===== config.mk =====
export PLATFORM = sky130hd
export DESIGN_NAME = adc_sample_averager_flat
export DESIGN_NICKNAME = d
export VERILOG_FILES = /design/src/rtl/adc_sample_averager_if.sv /design/src/rtl/adc_sample_averager.sv /design/src/flat_wrapper.sv
export SDC_FILE = /design/constraint.sdc
export NUM_CORES = 1
export LEC_CHECK = 0
export CAP_MARGIN = 25
export CORE_ASPECT_RATIO = 1.25
export CORE_MARGIN = 5
export CORE_UTILIZATION = 33
export CTS_CLUSTER_SIZE = 30
export DETAILED_ROUTE_END_ITERATION = 10
export SYNTH_ARGS = -nofsm -noshare
export SYNTH_HDL_FRONTEND = slang
export SYNTH_SLANG_ARGS = --single-unit

===== constraint.sdc =====
create_clock -name clk_i -period 5.7 [get_ports clk_i]
set_clock_uncertainty 0.2 [all_clocks]
set_input_delay 0.855 -clock clk_i [delete_from_list [all_inputs] [get_ports clk_i]]
set_output_delay 0.855 -clock clk_i [all_outputs]
set_load 0.005 [all_outputs]

===== src/rtl/adc_sample_averager_if.sv =====
// ----------------------------------------------------------------------------
// adc_sample_averager_if
//   Output port bundle of the sample averager. The averager drives it through
//   the master modport; the register/readout logic attaches as the slave.
//
//   avg_value_o  master->slave  NBITS  window mean
//   avg_valid_o  master->slave  1      mean available, held until accepted
//   avg_ready_i  slave->master  1      consumer accepts on valid && ready
//   min_o/max_o  master->slave  NBITS  window min/max (ADC_AVG_MINMAX_EN only)
// ----------------------------------------------------------------------------
interface adc_sample_averager_if #(
  parameter int NBITS = 6
);
  logic [NBITS-1:0] avg_value_o;
  logic             avg_valid_o;
  logic             avg_ready_i;
`ifdef ADC_AVG_MINMAX_EN
  logic [NBITS-1:0] min_o;
  logic [NBITS-1:0] max_o;

  modport master (output avg_value_o, avg_valid_o, min_o, max_o, input avg_ready_i);
  modport slave  (input avg_value_o, avg_valid_o, min_o, max_o, output avg_ready_i);
`else
  modport master (output avg_value_o, avg_valid_o, input avg_ready_i);
  modport slave  (input avg_value_o, avg_valid_o, output avg_ready_i);
`endif
endinterface


===== src/rtl/adc_sample_averager.sv =====
// ----------------------------------------------------------------------------
// adc_sample_averager
//   Boxcar averager behind the ramp/PWM ADC stage. Each non-overlapping window
//   of 2**LOG2_AVG samples is reduced to one rounded mean, presented on a
//   valid/ready port. Means that complete while the output is still full are
//   discarded and counted in a saturating drop counter.
//
//   Optional feature macro: ADC_AVG_MINMAX_EN adds per-window min/max outputs
//   (min_o/max_o on the output interface), loaded together with the mean.
//
//   clk_i        in   1       system clock, rising edge
//   rst_i        in   1       synchronous reset, active high
//   enable_i     in   1       averaging enable; low discards a partial window
//   adc_value_i  in   NBITS   ADC sample
//   adc_valid_i  in   1       one-cycle strobe per conversion (cannot stall)
//   avg_if       master       avg_value_o / avg_valid_o / avg_ready_i (+min/max)
//   drop_cnt_o   out  DROP_W  means discarded while output full, saturating
//   busy_o       out  1       partial window held
//
// FSM states
//   state    | meaning
//   ST_IDLE  | averaging disabled, window held empty, samples ignored
//   ST_ACCUM | averaging enabled, qualified samples accumulate
// ----------------------------------------------------------------------------
module adc_sample_averager #(
  parameter int NBITS    = 6,
  parameter int LOG2_AVG = 2,
  parameter int DROP_W   = 8
) (
  input  logic                  clk_i,
  input  logic                  rst_i,
  input  logic                  enable_i,
  input  logic [NBITS-1:0]      adc_value_i,
  input  logic                  adc_valid_i,
  adc_sample_averager_if.master avg_if,
  output logic [DROP_W-1:0]     drop_cnt_o,
  output logic                  busy_o
);

  localparam int AW = NBITS + LOG2_AVG;
  localparam int SW = AW + 1;
  localparam int CW = (LOG2_AVG == 0) ? 1 : LOG2_AVG;

  localparam logic [CW-1:0]     CNT_LAST = CW'((2 ** LOG2_AVG) - 1);
  // Half an LSB of the shifted result; integer division makes it 0 for LOG2_AVG=0.
  localparam logic [SW-1:0]     RND      = SW'((2 ** LOG2_AVG) / 2);
  localparam logic [SW-1:0]     MEAN_MAX = SW'((2 ** NBITS) - 1);
  localparam logic [DROP_W-1:0] DROP_MAX = '1;

  typedef enum logic {
    ST_IDLE  = 1'b0,
    ST_ACCUM = 1'b1
  } state_t;

  state_t state_q, state_d;

  logic             take_sample;
  logic             clear_win;

  logic [AW-1:0]    acc_q, acc_d;
  logic [CW-1:0]    cnt_q, cnt_d;
  logic [NBITS-1:0] avg_value_q, avg_value_d;
  logic             avg_valid_q, avg_valid_d;
  logic [DROP_W-1:0] drop_cnt_q, drop_cnt_d;
  logic             busy_q, busy_d;

  logic [SW-1:0]    sum;
  logic [SW-1:0]    mean_full;
  logic [NBITS-1:0] mean_sat;
  logic             win_done;
  logic             out_accept;
  logic             load_out;
  logic             drop_out;

  // --------------------------------------------------------------------------
  // FSM: state register
  // --------------------------------------------------------------------------
  always_ff @(posedge clk_i) begin
    if (rst_i) begin
      state_q <= ST_IDLE;
    end else begin
      state_q <= state_d;
    end
  end

  // FSM: next state
  always_comb begin
    state_d = state_q;
    case (state_q)
      ST_IDLE:  if (enable_i)  state_d = ST_ACCUM;
      ST_ACCUM: if (!enable_i) state_d = ST_IDLE;
      default:  state_d = ST_IDLE;
    endcase
  end

  // FSM: outputs. A sample in the cycle enable falls is dropped because
  // enable_i itself gates take_sample, not only the registered state.
  always_comb begin
    take_sample = 1'b0;
    clear_win   = 1'b1;
    if (state_q == ST_ACCUM && enable_i) begin
      take_sample = adc_valid_i;
      clear_win   = 1'b0;
    end
  end

  // --------------------------------------------------------------------------
  // Window arithmetic
  // --------------------------------------------------------------------------
  always_comb begin
    sum       = {1'b0, acc_q} + SW'(adc_value_i) + RND;
    mean_full = sum >> LOG2_AVG;
    mean_sat  = (mean_full > MEAN_MAX) ? MEAN_MAX[NBITS-1:0] : mean_full[NBITS-1:0];
    win_done  = take_sample && (cnt_q == CNT_LAST);
  end

  always_comb begin
    acc_d = acc_q;
    cnt_d = cnt_q;
    if (clear_win || win_done) begin
      // Completion restarts the window in the same cycle, so no sample is lost.
      acc_d = '0;
      cnt_d = '0;
    end else if (take_sample) begin
      acc_d = acc_q + AW'(adc_value_i);
      cnt_d = cnt_q + CW'(1);
    end
  end

  // --------------------------------------------------------------------------
  // Output register and drop counter
  // --------------------------------------------------------------------------
  always_comb begin
    out_accept = avg_valid_q && avg_if.avg_ready_i;
    // Loading is allowed when empty, or when the held mean leaves this cycle.
    load_out   = win_done && (!avg_valid_q || avg_if.avg_ready_i);
    drop_out   = win_done && !load_out;

    avg_valid_d = avg_valid_q;
    if (load_out) begin
      avg_valid_d = 1'b1;
    end else if (out_accept) begin
      avg_valid_d = 1'b0;
    end

    avg_value_d = load_out ? mean_sat : avg_value_q;

    drop_cnt_d = drop_cnt_q;
    if (drop_out && (drop_cnt_q != DROP_MAX)) begin
      drop_cnt_d = drop_cnt_q + DROP_W'(1);
    end

    busy_d = (cnt_d != '0);
  end

  always_ff @(posedge clk_i) begin
    if (rst_i) begin
      acc_q       <= '0;
      cnt_q       <= '0;
      avg_value_q <= '0;
      avg_valid_q <= 1'b0;
      drop_cnt_q  <= '0;
      busy_q      <= 1'b0;
    end else begin
      acc_q       <= acc_d;
      cnt_q       <= cnt_d;
      avg_value_q <= avg_value_d;
      avg_valid_q <= avg_valid_d;
      drop_cnt_q  <= drop_cnt_d;
      busy_q      <= busy_d;
    end
  end

  assign avg_if.avg_value_o = avg_value_q;
  assign avg_if.avg_valid_o = avg_valid_q;
  assign drop_cnt_o         = drop_cnt_q;
  assign busy_o             = busy_q;

`ifdef ADC_AVG_MINMAX_EN
  // --------------------------------------------------------------------------
  // Per-window min/max. The running values are only meaningful once the window
  // holds a sample, so the first sample (cnt_q == 0) overwrites them.
  // --------------------------------------------------------------------------
  logic [NBITS-1:0] min_run_q, min_run_d;
  logic [NBITS-1:0] max_run_q, max_run_d;
  logic [NBITS-1:0] min_q, min_d;
  logic [NBITS-1:0] max_q, max_d;
  logic [NBITS-1:0] win_min;
  logic [NBITS-1:0] win_max;

  always_comb begin
    if (cnt_q == '0) begin
      win_min = adc_value_i;
      win_max = adc_value_i;
    end else begin
      win_min = (adc_value_i < min_run_q) ? adc_value_i : min_run_q;
      win_max = (adc_value_i > max_run_q) ? adc_value_i : max_run_q;
    end

    min_run_d = take_sample ? win_min : min_run_q;
    max_run_d = take_sample ? win_max : max_run_q;
    min_d     = load_out ? win_min : min_q;
    max_d     = load_out ? win_max : max_q;
  end

  always_ff @(posedge clk_i) begin
    if (rst_i) begin
      min_run_q <= '0;
      max_run_q <= '0;
      min_q     <= '0;
      max_q     <= '0;
    end else begin
      min_run_q <= min_run_d;
      max_run_q <= max_run_d;
      min_q     <= min_d;
      max_q     <= max_d;
    end
  end

  assign avg_if.min_o = min_q;
  assign avg_if.max_o = max_q;
`endif

endmodule


===== src/flat_wrapper.sv =====
// flat-port wrapper written by rule: the top's interface ports become plain ports
module adc_sample_averager_flat 
#(
  parameter int NBITS    = 6,
  parameter int LOG2_AVG = 2,
  parameter int DROP_W   = 8
)
  (clk_i, rst_i, enable_i, adc_value_i, adc_valid_i, drop_cnt_o, busy_o, avg_if_avg_value_o, avg_if_avg_valid_o, avg_if_avg_ready_i);
  adc_sample_averager_if #(.NBITS(NBITS)) avg_if_i ();
  input  logic clk_i;
  input  logic rst_i;
  input  logic enable_i;
  input  logic [NBITS-1:0] adc_value_i;
  input  logic adc_valid_i;
  output logic [DROP_W-1:0] drop_cnt_o;
  output logic busy_o;
  output wire logic [$bits(avg_if_i.avg_value_o)-1:0] avg_if_avg_value_o;
  output wire logic [$bits(avg_if_i.avg_valid_o)-1:0] avg_if_avg_valid_o;
  input wire logic [$bits(avg_if_i.avg_ready_i)-1:0] avg_if_avg_ready_i;
  assign avg_if_avg_value_o = avg_if_i.avg_value_o;
  assign avg_if_avg_valid_o = avg_if_i.avg_valid_o;
  assign avg_if_i.avg_ready_i = avg_if_avg_ready_i;
  adc_sample_averager #(.NBITS(NBITS), .LOG2_AVG(LOG2_AVG), .DROP_W(DROP_W)) u_core (.clk_i(clk_i), .rst_i(rst_i), .enable_i(enable_i), .adc_value_i(adc_value_i), .adc_valid_i(adc_valid_i), .avg_if(avg_if_i), .drop_cnt_o(drop_cnt_o), .busy_o(busy_o));
endmodule

==> impl_metrics.py <==
# Auto-generated metrics
metrics = {
    "floorplanning": {
        "die_area_mm2": 0.00725,
        "io_pins": 27,
        "fp_util_pct": 34.2,
        "dieWidth_um": 77.2,
        "die_h_um": 94.0,
    },
    "cells_and_area": {
        "layout_top_cell": "dfxtp_1",
        "seq_area_um2": 541,
        "final_cell_mix": "dfxtp_1 (27), clkdlybuf4s50_1 (26), nand2_1 (18)",
        "num_antenna_cells": 0,
        "fillerInstances": 556,
        "nNetsFinal": 258,
    },
    "routing": {
        "drc_errors": 0,
        "wl_per_cell_um": 13.2,
        "wl_mm": 3.89,
        "dr.pass1.iters": 4,
        "top_layer": "met4",
        "dr_wl_met3_um": 81,
        "drtAntennaViolNets": 0,
        "via_per_inst": 5.15,
        "wl_met1_mm": 1.86,
        "wl_met2_mm": 1.89,
        "drtIter0Drc": 77,
        "vias": 1513,
    },
    "clocking": {
        "holdBufCountCts": 0,
        "h-tree-depth": 1,
        "cts_tree": "yes",
        "clk_pin_slew_ps": 100,
        "cts_max_path_buffers": 2,
        "post_cts_buffers": 0,
        "clkLatencyLatePin_ps": 280,
    },
    "logic_synthesis": {
        "yosys.area_share.xor_xnor_pct": 6.46,
        "numSynthFlops": 27,
        "ys_dominant_reg_cell": "dfxtp_1",
        "syn_nets": 236,
        "yosysTopAreaCellShare_pct": 29.1,
        "synth_area_mm2": 0.00186,
        "ys_area_mm2": 0.00186,
        "syn_avg_cell_area_um2": 8.90,
        "adder_share_pct": 11.6,
        "async_flop_share_pct": 0,
        "synthTopCellsByArea": "dfxtp_1 (29%), ha_1 (9.4%), a21oi_1 (3.8%), nand2_1 (3.6%), nor2_1 (3.2%)",
        "synth.comb.largest_family": "simple AND/OR/NAND/NOR gates",
        "ys_types": 58,
        "simple_gate_share_pct": 26.9,
        "ys_seq_share_pct": 29.1,
        "synth.largest_area_cell": "dfxtp_1",
        "synth_cells": 209,
    },
    "flow_run": {
        "warnings": 30,
    },
    "setup_path": {
        "path_cells": "clkdlybuf4s50_1 -> ha_1 -> inv_1 -> fa_1 -> nor4bb_2 -> o41ai_2 -> a21oi_1 -> o21ai_0 -> nor3b_2",
        "max_stage_delay_ps": 550,
        "crit_start": "adc_value_i[2]",
        "critPathSlowestCell": "fa_1",
        "start_kind": "input port",
        "cp.depth": 9,
        "cp.required_ps": 5680,
        "r2r-end": "u_core.avg_if.avg_value_o[4]",
        "critPathMaxFanout": 5,
        "path_buffers": 2,
        "path_delay_family": "adder cells",
        "cp-end-kind": "flip-flop",
    },
    "power_and_ir_drop": {
        "power.density_mw_per_mm2": 155,
        "power.leakage_nw": 0.780,
        "irDropWorstVdd_v": 0.0000815,
    },
    "global_routing": {
        "grt_usage_pct": 11.0,
        "grt_pass1_vias": 1475,
        "grt.busiest_layer": "met2",
        "use_met3_pct": 1.44,
        "met2_usage_pct": 19.2,
        "overflow": 0,
        "grt_max_degree": 19,
        "grtUsageMet1_pct": 13.7,
    },
    "min_path": {
        "min_path_cells": 2,
        "holdCritPathClass": "flip-flop to flip-flop",
        "hold_end": "u_core.acc_q[0]",
        "min_from": "u_core.acc_q[0]",
    },
    "place": {
        "gp_congestion": 0.772,
        "dp_hpwl_mm": 3.10,
        "dpl_worst_slack_ps": 2120,
    },
    "final_timing": {
        "timing.final.crit_share_pct": 56.7,
        "slew_headroom_pct": 50.1,
        "rsz0062_at_grt": "false",
        "clock.fmax_mhz": 309,
        "slew_violations": 0,
        "setup_tns_ps": 0,
        "fin_crit_ps": 3230,
        "max_slew.worst_pin.slew_ps": 746,
        "fin_ws_ps": 2470,
        "hold_violations": 0,
    },
    "run_status": {
        "status": "completed",
    },
}
==> final cells by class <==
type	count	share of cell area, %
multi-input cells	159	55.4
flip-flops and latches	27	24.5
repair buffers	26	11.8
well taps	64	3.64
clock buffers	3	1.88
clock inverters	1	0.341
inverters	14	2.39
==> cells in the mapped netlist, types with 2 or more instances <==
cell      number
nand3b_1       5
inv_1         13
xnor2_1        4
nor2_1        16
a211oi_2       3
nor3_1         4
or4_1          2
nand3_1        9
a21oi_1       14
nor2b_1        3
and4_1         2
a31oi_1        4
o31ai_1        2
and3_1         2
nand2b_1       4
a211oi_1       2
clkbuf_1       4
o21ai_2        2
o21ai_0        4
ha_1          14
xor2_1         6
o41ai_2        2
nand4_1        3
o21ai_1        2
xor2_2         2
nor2_2         2
nor3b_2        2
nand2_1       18
mux2i_1        2
fa_1           2
dfxtp_1       27
nand4b_1       2
==> where the power goes <==
group / total [mW] / switching (mW) / internal, mW
registers: 0.190 / 0.000523 / 0.189
logic: 0.0350 / 0.0198 / 0.0152
clock network: 0.116 / 0.0662 / 0.0498
total: 0.341 / 0.0866 / 0.254
==> through the flow <==
stage | hold WS, ps | instance area [µm²] | std cells | util [%] | power (mW)
after detailed placement | 260 | 2150 | 290 | 39.6 | 0.229
after global placement | 248 | 2150 | 290 | 39.6 | 0.229
after CTS | 274 | 2200 | 294 | 40.5 | 0.346
after floorplan | 236 | 1860 | 209 | - | 0.218
after global routing | 303 | 2200 | 294 | 40.5 | 0.356
final | 267 | 2200 | 294 | 40.5 | 0.341
==> registers in the layout, indices dropped and copies added, names as in the netlist <==
register / cells
u_core.state_q: 1
u_core.acc_q: 8
u_core.avg_if.avg_value_o: 6
u_core.cnt_q: 2
u_core.busy_o: 1
u_core.avg_if.avg_valid_o: 1
u_core.drop_cnt_o: 8
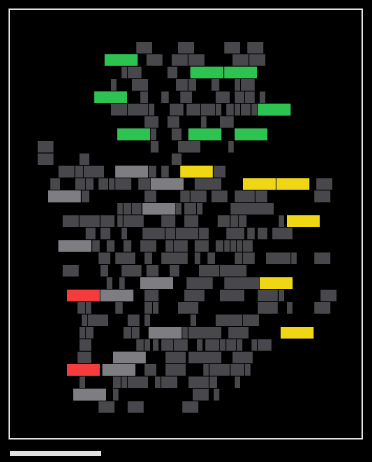
ff_map.png
Scale bar: 20 µm.
legend:
  u_core.cnt_q:
    color: red
    placed_flops: 2
  u_core.avg_if.avg_value_o:
    color: yellow
    placed_flops: 6
    where: right middle
  u_core.drop_cnt_o:
    color: green
    placed_flops: 8

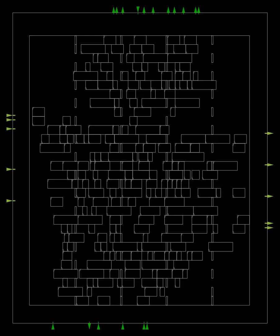
placed.png
Std-Cell Rows: 30
# Taps: 64
Core ar.: 0.00544 mm²
Finished Core Util: 40.5%
Flops: 27

Power figures rest on the tool's default switching activity, not on a simulated workload.
